<file path="src/rtl/rr_bus_mux_pkg.sv">
// Shared bus constants, arbitration mode encodings and helpers for rr_bus_mux.
package rr_bus_mux_pkg;

  localparam int unsigned BUS_WIDTH = 8;

  localparam bit RR_MODE    = 1'b0;
  localparam bit FIXED_MODE = 1'b1;

  typedef enum logic {
    EMPTY = 1'b0,
    FULL  = 1'b1
  } out_state_e;

  // Channel-index width; a single channel still needs a 1-bit index.
  function automatic int unsigned clog2_min1(input int unsigned n);
    return (n <= 1) ? 1 : $clog2(n);
  endfunction

endpackage

</file>
<file path="src/rtl/rr_bus_mux_rr_arbiter.sv">
// Combinational round-robin / fixed-priority arbiter returning a one-hot grant and its index.
module rr_arbiter
  import rr_bus_mux_pkg::*;
#(
  parameter  int unsigned CHANNELS   = 4,
  parameter  bit          FIXED_PRIO = 1'b0,
  localparam int unsigned CHAN_W     = clog2_min1(CHANNELS)
) (
  input  logic [CHANNELS-1:0] req,
  input  logic [CHAN_W-1:0]   last,
  input  logic                mode,
  output logic [CHANNELS-1:0] grant,
  output logic [CHAN_W-1:0]   grant_idx
);

  logic        found;
  int unsigned idx;

  always_comb begin
    grant     = '0;
    grant_idx = '0;
    found     = 1'b0;
    idx       = 0;
    if (FIXED_PRIO || (mode == FIXED_MODE)) begin
      for (int unsigned i = 0; i < CHANNELS; i++) begin
        if (!found && req[i]) begin
          found     = 1'b1;
          grant[i]  = 1'b1;
          grant_idx = CHAN_W'(i);
        end
      end
    end else begin
      // Search upward from the channel after the last winner, wrapping round.
      for (int unsigned k = 1; k <= CHANNELS; k++) begin
        idx = (32'(last) + k) % CHANNELS;
        if (!found && req[idx]) begin
          found      = 1'b1;
          grant[idx] = 1'b1;
          grant_idx  = CHAN_W'(idx);
        end
      end
    end
  end

endmodule

</file>
<file path="src/rtl/rr_bus_mux.sv">
// N-channel arbitrated bus multiplexer with valid/ready handshakes and a registered output.
module rr_bus_mux
  import rr_bus_mux_pkg::*;
#(
  parameter  int unsigned WIDTH      = BUS_WIDTH,
  parameter  int unsigned CHANNELS   = 4,
  parameter  bit          FIXED_PRIO = 1'b0,
  localparam int unsigned CHAN_W     = clog2_min1(CHANNELS)
) (
  input  logic                      clk,
  input  logic                      rst_n,
  input  logic [CHANNELS*WIDTH-1:0] in_data,
  input  logic [CHANNELS-1:0]       in_valid,
  output logic [CHANNELS-1:0]       in_ready,
  input  logic [CHANNELS-1:0]       en_mask,
  output logic [WIDTH-1:0]          out_data,
  output logic [CHAN_W-1:0]         out_chan,
  output logic                      out_valid,
  input  logic                      out_ready
);

  out_state_e          state, state_next;
  logic [CHANNELS-1:0] req;
  logic [CHANNELS-1:0] grant;
  logic [CHAN_W-1:0]   grant_idx;
  logic [CHAN_W-1:0]   last;
  logic [WIDTH-1:0]    sel_data;
  logic                load;
  logic                xfer;

  assign req = in_valid & en_mask;

  rr_arbiter #(
    .CHANNELS   (CHANNELS),
    .FIXED_PRIO (FIXED_PRIO)
  ) u_arbiter (
    .req       (req),
    .last      (last),
    .mode      (FIXED_PRIO ? FIXED_MODE : RR_MODE),
    .grant     (grant),
    .grant_idx (grant_idx)
  );

  always_comb begin
    sel_data = '0;
    for (int unsigned i = 0; i < CHANNELS; i++) begin
      if (grant[i]) sel_data = in_data[i*WIDTH +: WIDTH];
    end
  end

  always_ff @(posedge clk or negedge rst_n) begin
    if (!rst_n) state <= EMPTY;
    else        state <= state_next;
  end

  always_comb begin
    state_next = state;
    if (load) state_next = xfer ? FULL : EMPTY;
  end

  // in_ready is held low while reset is asserted so nothing appears accepted.
  always_comb begin
    out_valid = (state == FULL);
    load      = !out_valid || out_ready;
    in_ready  = grant & {CHANNELS{load & rst_n}};
    xfer      = |(in_valid & in_ready);
  end

  always_ff @(posedge clk or negedge rst_n) begin
    if (!rst_n) begin
      out_data <= '0;
      out_chan <= '0;
      last     <= CHAN_W'(CHANNELS - 1);
    end else if (xfer) begin
      out_data <= sel_data;
      out_chan <= grant_idx;
      if (!FIXED_PRIO) last <= grant_idx;
    end
  end

endmodule

</file>
<file path="config.mk">
export PLATFORM = sky130hd
export DESIGN_NAME = rr_bus_mux
export DESIGN_NICKNAME = d
export VERILOG_FILES = /design/src/rtl/rr_bus_mux_pkg.sv /design/src/rtl/rr_bus_mux_rr_arbiter.sv /design/src/rtl/rr_bus_mux.sv
export SDC_FILE = /design/constraint.sdc
export NUM_CORES = 1
export LEC_CHECK = 0
export ABC_AREA = 1
export CAP_MARGIN = 20
export CELL_PAD_IN_SITES_DETAIL_PLACEMENT = 1
export CELL_PAD_IN_SITES_GLOBAL_PLACEMENT = 2
export CORE_MARGIN = 1.5
export CORE_UTILIZATION = 22
export CTS_CLUSTER_DIAMETER = 200
export CTS_CLUSTER_SIZE = 16
export DETAILED_ROUTE_END_ITERATION = 12
export GPL_TIMING_DRIVEN = 1
export PLACE_DENSITY_LB_ADDON = 0.1
export REMOVE_ABC_BUFFERS = 1
export SYNTH_ARGS = -nofsm -noshare
export SYNTH_HDL_FRONTEND = slang
export SYNTH_SLANG_ARGS = --single-unit
</file>
<file path="constraint.sdc">
create_clock -name clk -period 2.8 [get_ports clk]
set_input_delay 0.28 -clock clk [delete_from_list [all_inputs] [get_ports clk]]
set_output_delay 0.28 -clock clk [all_outputs]
set_load 0.02 [all_outputs]
</file>
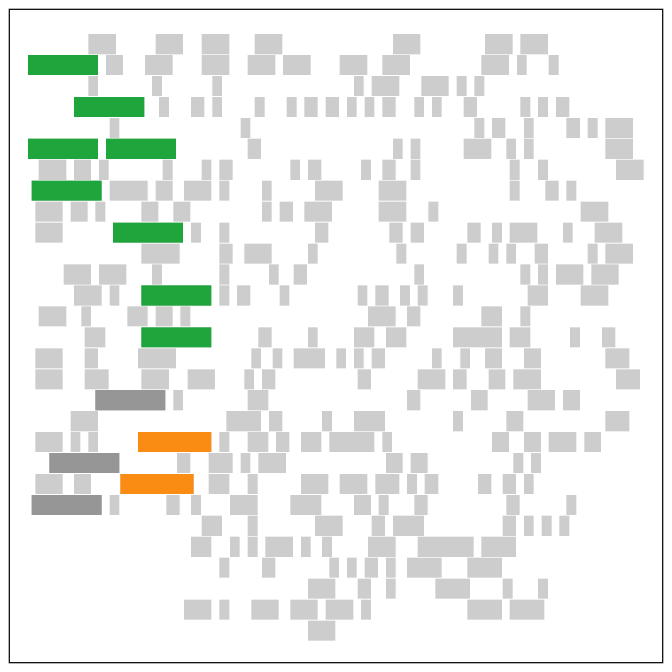
Run 1: sequential cells colored by netlist name
Other sequential cells in the stronger gray, the rest of the logic in the fainter gray.
| color | netlist name | flops |
|---|---|---|
| green | out_data | 8 |
| orange | last | 2 |
not colored: 3

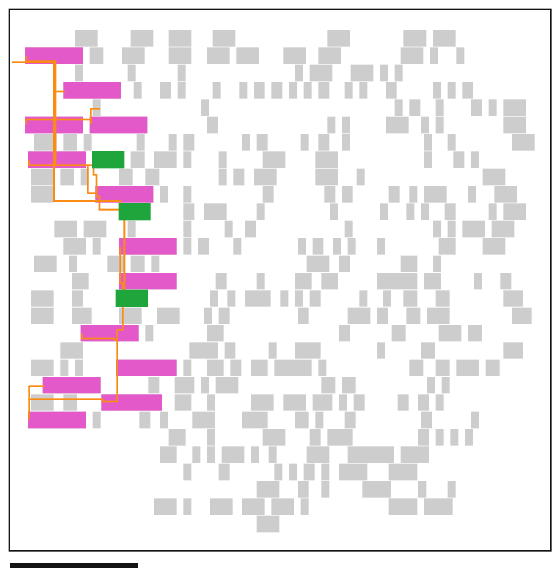
Run 1: clock wires, drivers and flops
Bar = 20 um.
[green] clock drivers | count: 3
[magenta] flip-flops | count: 13
[orange] clock wires | length: 186 um
routed clock nets: 4

==> flow_summary.ini, run 1 <==
; synthesis and place-and-route metrics
[run_status]
status = finished, final reports clean

[final_timing]
worst_pin_slew_ns = 0.268
setup_violations = 0
rsz0062_at_grt = no
period_needed_ns = 2.64
fmax_ghz = 0.379
drv_slew = 0
timing.final.crit_share_pct = 94.3
tns_ns = 0

[grt]
grt_util_all_layers_pct = 14.6
grt_overflow_total = 0
grtUsageMet2_pct = 21.9
busiest_layer = met2
grt_pass1_vias = 1675
gr-usage-met1_pct = 21.8
grt_max_degree = 17
met3_usage_pct = 2.06
antenna_found_initial = 0
grt_pass1_wl_mm = 8.47

[pwr]
seqPwrFrac_pct = 11.2
peakVddDrop_v = 0.000557
p_per_area_mw_per_mm2 = 1390
clkPwrFrac_pct = 5.4
p_leak_nw = 1.13
p_comb_share_pct = 83.4
p_total_mw = 3.08
swShare_pct = 56.0
intPower_mw = 1.36
p_sw_mw = 1.73

[layout]
fillers = 806
design_area_mm2 = 0.00222
syn_to_final_growth_pct = 51.6
final_cell_mix = nand2_1, clkdlybuf4s50_1, nand3_1
drive_above_1_share_pct = 20.6
lay_top_count = nand2_1
final_cells = 368
num_antenna_cells = 0
nets = 342

[logic_synthesis]
xor_share_pct = 0
adder_share_pct = 5.97
avgSynthCellArea_um2 = 6.61
synth.top_cell.area_share_pct = 20.2
yosys_area_mm2 = 0.00147
ys_warn_count = 0
top_logic_kind = simple AND/OR/NAND/NOR gates
yosys-top-cells-area = nand2_1, dfrtp_1, nand3_1
syn-cell-area_mm2 = 0.00147
yosysTopAreaCell = nand2_1
post_synth_num_cell_types = 25
synth-main-ff-cell = dfrtp_1
aoi_share_pct = 10.8
async_flop_share_pct = 100
ys_ff = 13
edf_count = 0
postSynthSeqShare_pct = 22.3
mux_area_share_pct = 0
syn_inst = 222
yosys_cells = 222

[critical_path]
worst-endpoint-arrival_ns = 2.36
path_class = reg2out
crit_path_end_kind = output port
critical_path.max_fanout = 8
critPathLaunchType = flop

[floorplanning]
chip_area_mm2 = 0.00717
chipHeight_um = 84.7
core_mm2 = 0.00639
die_w_um = 84.7
fp-utilization_pct = 23.0

[cts]
cts_sinks = 13
cts_tree = built
clock-root-buffer = clkbuf_8
clk_path_buf_depth = 2
cts-htree-levels = 1
path_clk_slew_ns = 0.06
holdBufCountCts = 0
worstSkewPairLatency_ns = 0.24

[place]
placed_area_mm2 = 0.00219
portBuffers = 57
gp_congestion = 0.810
place_hpwl_mm = 4.12
dp.cells = 364

[detailed_routing]
drtIter0Drc = 59
post_drt_wl_per_cell_um = 13.5
drtAntennaViolNets = 0
dr.pass1.iters = 4
drcViolationCount = 0
wl_mm = 4.95
vias = 1607

[run]
openroad.warnings = 31

[min_path]
hp-class = in2async
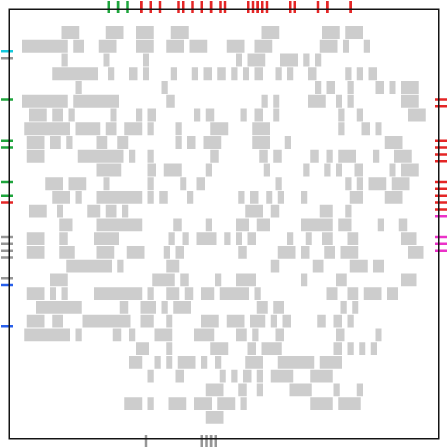
Run 1: pin map
Pins as bars across the die edge, other pins in gray.
| color | port | pins | direction | edge |
|---|---|---|---|---|
| red | in_data | 32 | input | 20 top, 11 right, 1 left |
| magenta | in_ready | 4 | output | right |
| cyan | clk | 1 | input | left |
| blue | out_chan | 2 | output | left |
| green | out_data | 8 | output | 5 left, 3 top |
all pins by edge: 23 top, 15 left, 15 right, 5 bottom

-- run 1: logic make-up after synthesis --
logic type,Yosys count
flip-flops,13
AND-OR/OR-AND,27
adder cells (fa/ha/maj),7
buffers and inverters,35
AND/OR/NAND/NOR,140
-- run 1: layout make-up --
type,count,area [um2],area share (%)
clock buffer,4,45.0,2.02
multi-input combinational,174,978,44.0
sequential,13,328,14.7
tap,77,96.3,4.33
inverter,30,118,5.29
timing repair buffer,70,659,29.6
-- run 1: worst max-delay path: stages, from the launching register on --
cell and delay (ns):
dfstp_2 0.56, inv_6 0.03, ha_1 0.30, inv_1 0.14, nand3_2 0.12, nand2_4 0.11, nand3_1 0.09, nor2_2 0.18
nand2_2 0.08, a31oi_1 0.16, dlygate4sd2_1 0.35
-- run 1: layer usage --
metal,vias to the layer above,part of all wire [%],wire length [um]
met2,35,42,2080
met4,0,1.2,60
li1,850,-,-
met5,-,0,0
met1,716,53,2630
met3,6,3.7,181
-- run 1: flip-flops by register name, summed over array words and instances (netlist names) --
name       count
out_data       8
out_valid      1
last           2
out_chan       2
-- run 1: path summary, 6_finish.rpt --
path	startpoint	end	slack, ns	depth (start not counted)
min reg2reg	out_chan[0]$_DFFE_PN0P_	out_chan[0]$_DFFE_PN0P_	0.48	2
min	rst_n	out_data[4]$_DFFE_PN0P_	0.37	2
max reg2reg	last[0]$_DFFE_PN1P_	out_data[6]$_DFFE_PN0P_	0.20	16
min in group clk	out_chan[0]$_DFFE_PN0P_	out_chan[0]$_DFFE_PN0P_	0.48	2
max	last[0]$_DFFE_PN1P_	in_ready[3]	0.16	10
max in group asynchronous	rst_n	last[0]$_DFFE_PN1P_	2.20	2
-- run 1: power by group through the flow --
| stage | sequential, mW | combinational, mW | clock, mW |
|---|---|---|---|
| 6_report | 0.345 | 2.57 | 0.166 |
| 2_1_floorplan | 0.446 | 1.61 | 0 |
| 4_1_cts | 0.347 | 2.62 | 0.169 |
| 3_5_place_dp | 0.347 | 2.63 | 0 |
| 3_3_place_gp | 0.347 | 2.63 | 0 |
| 5_1_grt | 0.355 | 2.89 | 0.180 |
-- run 1: per-stage QoR --
step                setup WS, ns  util, %  hold slack (ns)
floorplan                  0.173        -          -0.0156
global placement           0.166     34.3            0.470
detailed placement         0.119     34.3            0.465
CTS                        0.135     34.9            0.382
global route             0.00350     34.8            0.390
finish                     0.159     34.8            0.367
-- run 1: repair_timing --
action,in CTS,in global routing
resized,4,2
gates cloned,0,0
endpoints found under the setup margin,4,1
pin swaps,0,0
==> run 2: changes to the inputs <==
Settings changed: HOLD_SLACK_MARGIN set to 0.1.
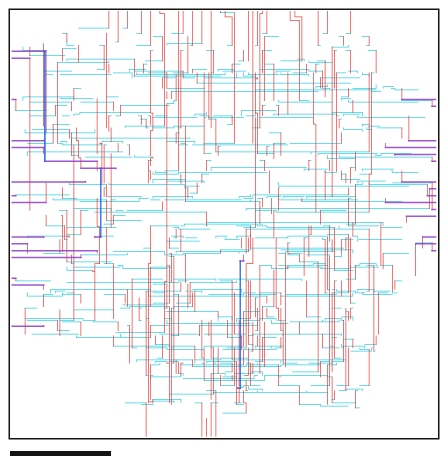
Run 2: wiring by layer
Bar = 20 um.
| color | layer | wire length |
|---|---|---|
| cyan | metal 1 | 2630 um |
| red | metal 2 | 2080 um |
| blue | metal 4 | 60.5 um |
| purple | metal 3 | 181 um |

==> flow_summary.ini, run 2 <==
; synthesis and place-and-route metrics
[run_status]
status = finished, final reports clean

[layout]
final_cells = 368
drive_above_1_share_pct = 20.6
seqCellArea_um2 = 328
largest_reg_flops = 8
design_area_mm2 = 0.00222
reg.largest.list = out_data: 8 flops, last: 2 flops, out_chan: 2 flops
fillers = 806
syn_to_final_growth_pct = 51.6
combGateArea_um2 = 978
lay_top_count = nand2_1
num_antenna_cells = 0
nets = 342
regMostFlops = out_data
final_cell_mix = nand2_1, clkdlybuf4s50_1, nand3_1

[grt]
grt_util_all_layers_pct = 14.6
grt_pass1_vias = 1675
antenna_found_initial = 0
grt_pass1_wl_mm = 8.47
grt_overflow_total = 0
grt_max_degree = 17

[final_timing]
tns_ns = 0
worst_pin_slew_ns = 0.268
rsz0062_at_grt = no
hold_ws_ns = 0.367
hold_viol_final = 0
drv_slew = 0
fmax_ghz = 0.379
period_needed_ns = 2.64
max_slew_margin_pct = 82.1
timing.final.crit_share_pct = 94.3
skew_ns = 0.00337
setup_violations = 0

[cts]
cts-htree-levels = 1
postCtsSetupRepairBufs = 0
worstSkewPairLatency_ns = 0.24
numCtsBuffers = 3
clk_path_buf_depth = 2
cts_sinks = 13
clock-root-buffer = clkbuf_8
path_clk_slew_ns = 0.06
cts_tree = built

[place]
placed_area_mm2 = 0.00219
gp_congestion = 0.810
portBuffers = 57
place_hpwl_mm = 4.12
dp.cells = 364

[critical_path]
worst-endpoint-arrival_ns = 2.36
rrSetupSlack_ns = 0.20
reg2reg_to = out_data[6]$_DFFE_PN0P_
cp-startpoint = last[0]$_DFFE_PN1P_
critPathLaunchType = flop
path_depth = 10
r2r_cells = 16
cpMaxStageDelayCell = dfstp_2
crit_path_end_kind = output port
cp_num_buf_inv = 3
crit_chain = inv_6 > ha_1 > inv_1 > nand3_2 > nand2_4 > nand3_1 > nor2_2 > nand2_2 > a31oi_1 > dlygate4sd2_1
critical_path.max_fanout = 8
path_class = reg2out
crit_end = in_ready[3]
cpPeakStageDelay_ns = 0.56
critical_path.top_delay_family = simple AND/OR/NAND/NOR gates
crit_required_ns = 2.52
regToRegStartpoint = last[0]$_DFFE_PN1P_

[logic_synthesis]
yosys_area_mm2 = 0.00147
ys_ff = 13
synth-main-ff-cell = dfrtp_1
postSynthSeqShare_pct = 22.3
ys_warn_count = 0
synth.top_cell.area_share_pct = 20.2
async_flop_share_pct = 100
top_cells_by_count = nand2_1, nand3_1, inv_1, a21oi_1, nand3_2
post_synth_num_cell_types = 25
edf_count = 0
syn_inst = 222
avgSynthCellArea_um2 = 6.61
syn-cell-area_mm2 = 0.00147
most_common_cell = nand2_1
yosys_cells = 222
yosysTopAreaCell = nand2_1
yosys-top-cells-area = nand2_1, dfrtp_1, nand3_1

[detailed_routing]
vias_per_cell = 4.37
drtAntennaViolNets = 0
post_drt_wl_per_cell_um = 13.5
vias = 1607
drtIter0Drc = 59
dr.pass1.iters = 4
drcViolationCount = 0
wl_mm = 4.95

[pwr]
p_total_mw = 3.08
p_per_area_mw_per_mm2 = 1390
peakVddDrop_v = 0.000557
p_leak_nw = 1.13

[floorplanning]
fp-utilization_pct = 23.0
io_pins = 58
core_mm2 = 0.00639
rows = 29
chip_area_mm2 = 0.00717
die_w_um = 84.7
chipHeight_um = 84.7

[run]
openroad.warnings = 31
maxCapViolCount = 0

[min_path]
hp-class = in2async
run 2: through the flow:
| stage | setup slack (ns) | util (%) |
|---|---|---|
| 2_1_floorplan | 0.173 | - |
| 3_3_place_gp | 0.166 | 34.3 |
| 3_5_place_dp | 0.119 | 34.3 |
| 4_1_cts | 0.135 | 34.9 |
| 5_1_grt | 0.00350 | 34.8 |
| 6_report | 0.159 | 34.8 |
run 2: layout make-up:
class                   instances  area share, %
clock buffers                   4           2.02
inverters                      30           5.29
multi-input cells             174           44.0
flip-flops and latches         13           14.7
well taps                      77           4.33
repair buffers                 70           29.6
run 2: routing by layer:
layer  vias up  track usage, %  wire (um)
li1        850               -          -
met1       716            21.8       2630
met2        35            21.9       2080
met3         6            2.06        181
met4         0            3.67         60
met5         -               0          0
run 2: worst min-delay path by stage:
stage	cells past startpoint	endpoint
after floorplan	0	out_chan[0]$_DFFE_PN0P_
after global placement	2	out_chan[0]$_DFFE_PN0P_
after detailed placement	2	out_chan[0]$_DFFE_PN0P_
after CTS	2	out_data[0]$_DFFE_PN0P_
after global routing	2	out_data[1]$_DFFE_PN0P_
final	2	out_data[4]$_DFFE_PN0P_
run 2: worst reg2reg max path, stage by stage, from the launching register on:
cell and delay (ns):
dfstp_2 0.56, inv_6 0.03, ha_1 0.29, inv_1 0.09, buf_4 0.16, o21ai_4 0.25, inv_2 0.07, nand3_1 0.13
nand3_4 0.09, buf_4 0.18, nand3_1 0.07, nand2_1 0.06, inv_2 0.06, nand2_4 0.11, inv_2 0.25, nand2_1 0.08
nand2_1 0.07
run 2: kinds of logic after synthesis:
group	synth area share, %
AND/OR/NAND/NOR	49.9
buffers and inverters	11.0
flip-flops	22.3
adder cells (fa/ha/maj)	5.97
AND-OR/OR-AND	10.8
run 2: where the power goes:
part / switching (mW) / internal (mW)
registers: 0.0559 / 0.289
clock network: 0.0656 / 0.100
logic: 1.61 / 0.968
run 2: timing repair:
action	in CTS	in global routing
hold endpoints to repair	0	0
setup endpoints to repair	4	1
hold buffers	0	0
gates resized	4	2
Run 2, sequential cells colored by netlist name:
Other sequential cells in the stronger gray, the rest of the logic in the fainter gray.
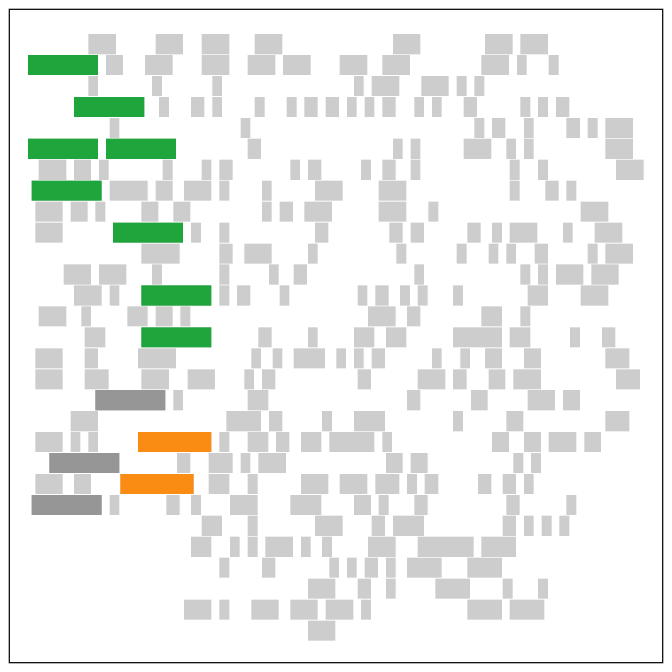

==> run 3: changes to the inputs <==
Settings changed: ABC_AREA 1 to 0, CORE_UTILIZATION 22 to 24.
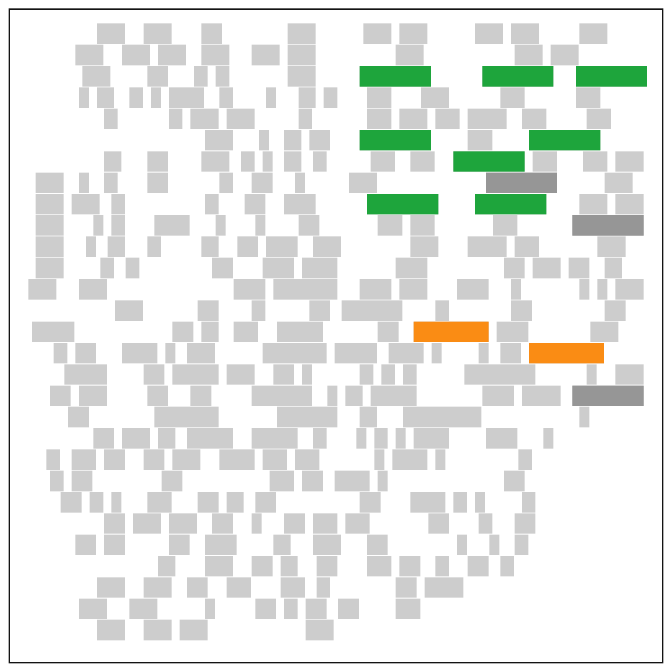
Run 3: sequential cells colored by netlist name
Other sequential cells in the stronger gray, the rest of the logic in the fainter gray.
| color | netlist name | flops |
|---|---|---|
| orange | last | 2 |
| green | out_data | 8 |

==> flow_summary.ini, run 3 <==
; synthesis and place-and-route metrics
[logic_synthesis]
yosysTopAreaCell = dfrtp_1
syn-cell-area_mm2 = 0.00155
synth.top_cell.area_share_pct = 17.8
ys_ff = 13
edf_count = 0
synth-main-ff-cell = dfrtp_1
yosys-top-cells-area = dfrtp_1, ha_1, nand3_1
postSynthSeqShare_pct = 21.2
yosys_cells = 194
async_flop_share_pct = 100
avgSynthCellArea_um2 = 7.97
syn_inst = 194
ys_warn_count = 0
most_common_cell = nand2_1
yosys_area_mm2 = 0.00155
top_cells_by_count = nand2_1, nand3_1, o21ai_0, dfrtp_1
post_synth_num_cell_types = 52

[detailed_routing]
dr.pass1.iters = 4
vias_per_cell = 5.32
drtAntennaViolNets = 0
drtIter0Drc = 59
vias = 1940
drcViolationCount = 0
wl_mm = 6.45
post_drt_wl_per_cell_um = 17.7

[final_timing]
worst_pin_slew_ns = 0.507
hold_viol_final = 0
drv_slew = 0
setup_violations = 0
max_slew_margin_pct = 65.7
skew_ns = 0.000964
period_needed_ns = 2.71
rsz0062_at_grt = yes
fmax_ghz = 0.369
timing.final.crit_share_pct = 96.8

[place]
portBuffers = 57
placed_area_mm2 = 0.00247
place_hpwl_mm = 4.94
gp_congestion = 0.865

[run]
openroad.warnings = 32
maxCapViolCount = 0

[cts]
numCtsBuffers = 3
worstSkewPairLatency_ns = 0.25
holdBufCountCts = 0
path_clk_slew_ns = 0.05
clock-root-buffer = clkbuf_8
clk_path_buf_depth = 2
cts_sinks = 13
cts_tree = built
cts-htree-levels = 1

[critical_path]
r2r_cells = 9
worst-endpoint-arrival_ns = 2.43
path_class = reg2out
crit_path_end_kind = output port
critical_path.max_fanout = 6
regToRegStartpoint = last[0]$_DFFE_PN1P_
reg2reg_to = out_data[5]$_DFFE_PN0P_
crit_required_ns = 2.52
critPathLaunchType = flop
cp-startpoint = last[0]$_DFFE_PN1P_
rrSetupSlack_ns = 0.09

[floorplanning]
rows = 29
core_mm2 = 0.00628
chip_area_mm2 = 0.00693
chipHeight_um = 83.3
die_w_um = 83.3
io_pins = 58
fp-utilization_pct = 24.6

[grt]
antenna_found_initial = 0
grt_pass1_wl_mm = 10.3
grt_max_degree = 25
grt_pass1_vias = 2049
grt_util_all_layers_pct = 18.3
grt_overflow_total = 0

[layout]
syn_to_final_growth_pct = 77.9
num_antenna_cells = 0
drive_above_1_share_pct = 30.9
final_cell_mix = clkdlybuf4s50_1, buf_4, nand2_1
regMostFlops = out_data
fillers = 737
fin_util_pct = 43.8
largest_reg_flops = 8
design_area_mm2 = 0.00275
lay_top_count = clkdlybuf4s50_1
reg.largest.list = out_data: 8 flops, last: 2 flops, out_chan: 2 flops
nets = 339

[pwr]
p_leak_nw = 1.11
peakVddDrop_v = 0.000478
p_per_area_mw_per_mm2 = 1110

[run_status]
status = finished, final reports clean

[min_path]
hp-class = in2async
## run 3: cell types whose count changed after synthesis, moves of 7 or more
| cell | before | now |
|---|---|---|
| nand3_1 | 25 | 16 |
| o22a_1 | 0 | 8 |
| nand2_2 | 11 | 2 |
| nand2_1 | 79 | 21 |
| buf_2 | 2 | 9 |
| a21oi_1 | 16 | 6 |
| inv_2 | 8 | 0 |
| a211o_1 | 0 | 9 |
| o21ai_0 | 2 | 14 |
| inv_1 | 21 | 6 |
| nand3_2 | 12 | 0 |
## run 3: worst max-delay path by stage
stage | end | slack (ns)
after floorplan | in_ready[2] | -0.41
after global placement | in_ready[0] | -0.23
after detailed placement | in_ready[1] | -0.23
after CTS | in_ready[0] | 0.004
after global routing | out_data[7]$_DFFE_PN0P_ | -0.03
final | in_ready[3] | 0.09
## run 3: metrics by stage
stage	hold WS, ns	instances	TNS (ns)	total power, mW	worst slack (ns)
6_report	0.367	365	0	3.06	0.0903
4_1_cts	0.375	360	0	2.75	0.00357
2_1_floorplan	-0.0156	179	-4.20	1.52	-0.408
3_3_place_gp	0.470	356	-1.84	2.48	-0.230
3_5_place_dp	0.471	356	-2.79	2.49	-0.229
5_1_grt	0.399	365	-0.177	3.29	-0.0307
## run 3: where the power goes
| part | internal (mW) | switching (mW) |
|---|---|---|
| clock network | 0.101 | 0.0696 |
| registers | 0.297 | 0.0528 |
| logic | 1.23 | 1.31 |
## run 3: what timing repair did
item                       in CTS  in global routing
pin swaps                       0                  4
setup endpoints to repair      16                 16
hold endpoints to repair        0                  0
setup buffers                   0                  4
gates cloned                    0                  1
gates resized                  22                 36
## run 3: per-layer routing
layer	up-vias	GRT usage [%]	routed length, um
li1	958	-	-
met4	0	5.91	101
met1	936	26.3	3200
met3	9	0.994	127
met5	-	0	0
met2	37	29.3	3020
## run 3: cells by family after synthesis
logic type / Yosys count / synth area share, %
simple gates: 72 / 26.8
buf+inv: 21 / 5.91
fa+ha+maj: 7 / 5.66
compound gates: 73 / 34.1
flops: 13 / 21.2
mux: 8 / 6.31
## run 3: area by class of cell
| type | count | area (um2) | area share, % |
|---|---|---|---|
| inverters | 6 | 22.5 | 0.819 |
| well taps | 77 | 96.3 | 3.50 |
| repair buffers | 105 | 938 | 34.1 |
| flip-flops and latches | 13 | 328 | 11.9 |
| clock buffers | 4 | 45.0 | 1.64 |
| multi-input cells | 160 | 1320 | 48.0 |
## run 3: worst max-delay path: stages, from the launching register on
cell and delay [ns]:
dfstp_2 0.53, inv_1 0.07, ha_4 0.33, mux4_2 0.38
mux2_4 0.36, nor3_2 0.19, nor2_1 0.06, clkdlybuf4s15_2 0.26

==> notes/layouts.md <==
Pictures saved along the way, in no particular order.

Routing congestion.
panel A
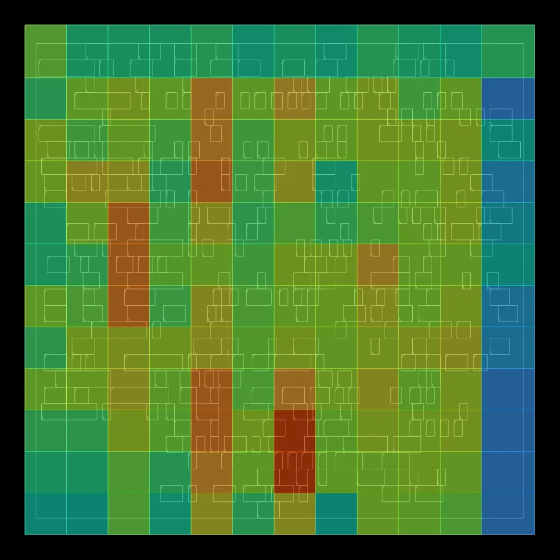
panel B
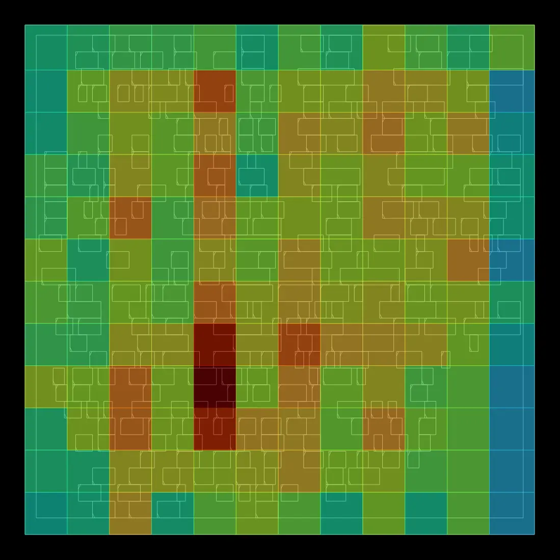
The one with the highest track usage is panel B.
The one with the highest utilization is panel B.
| from | picture |
|---|---|
| run 2 | panel A |
| run 3 | panel B |

Power is estimated from default activity; no workload was simulated.
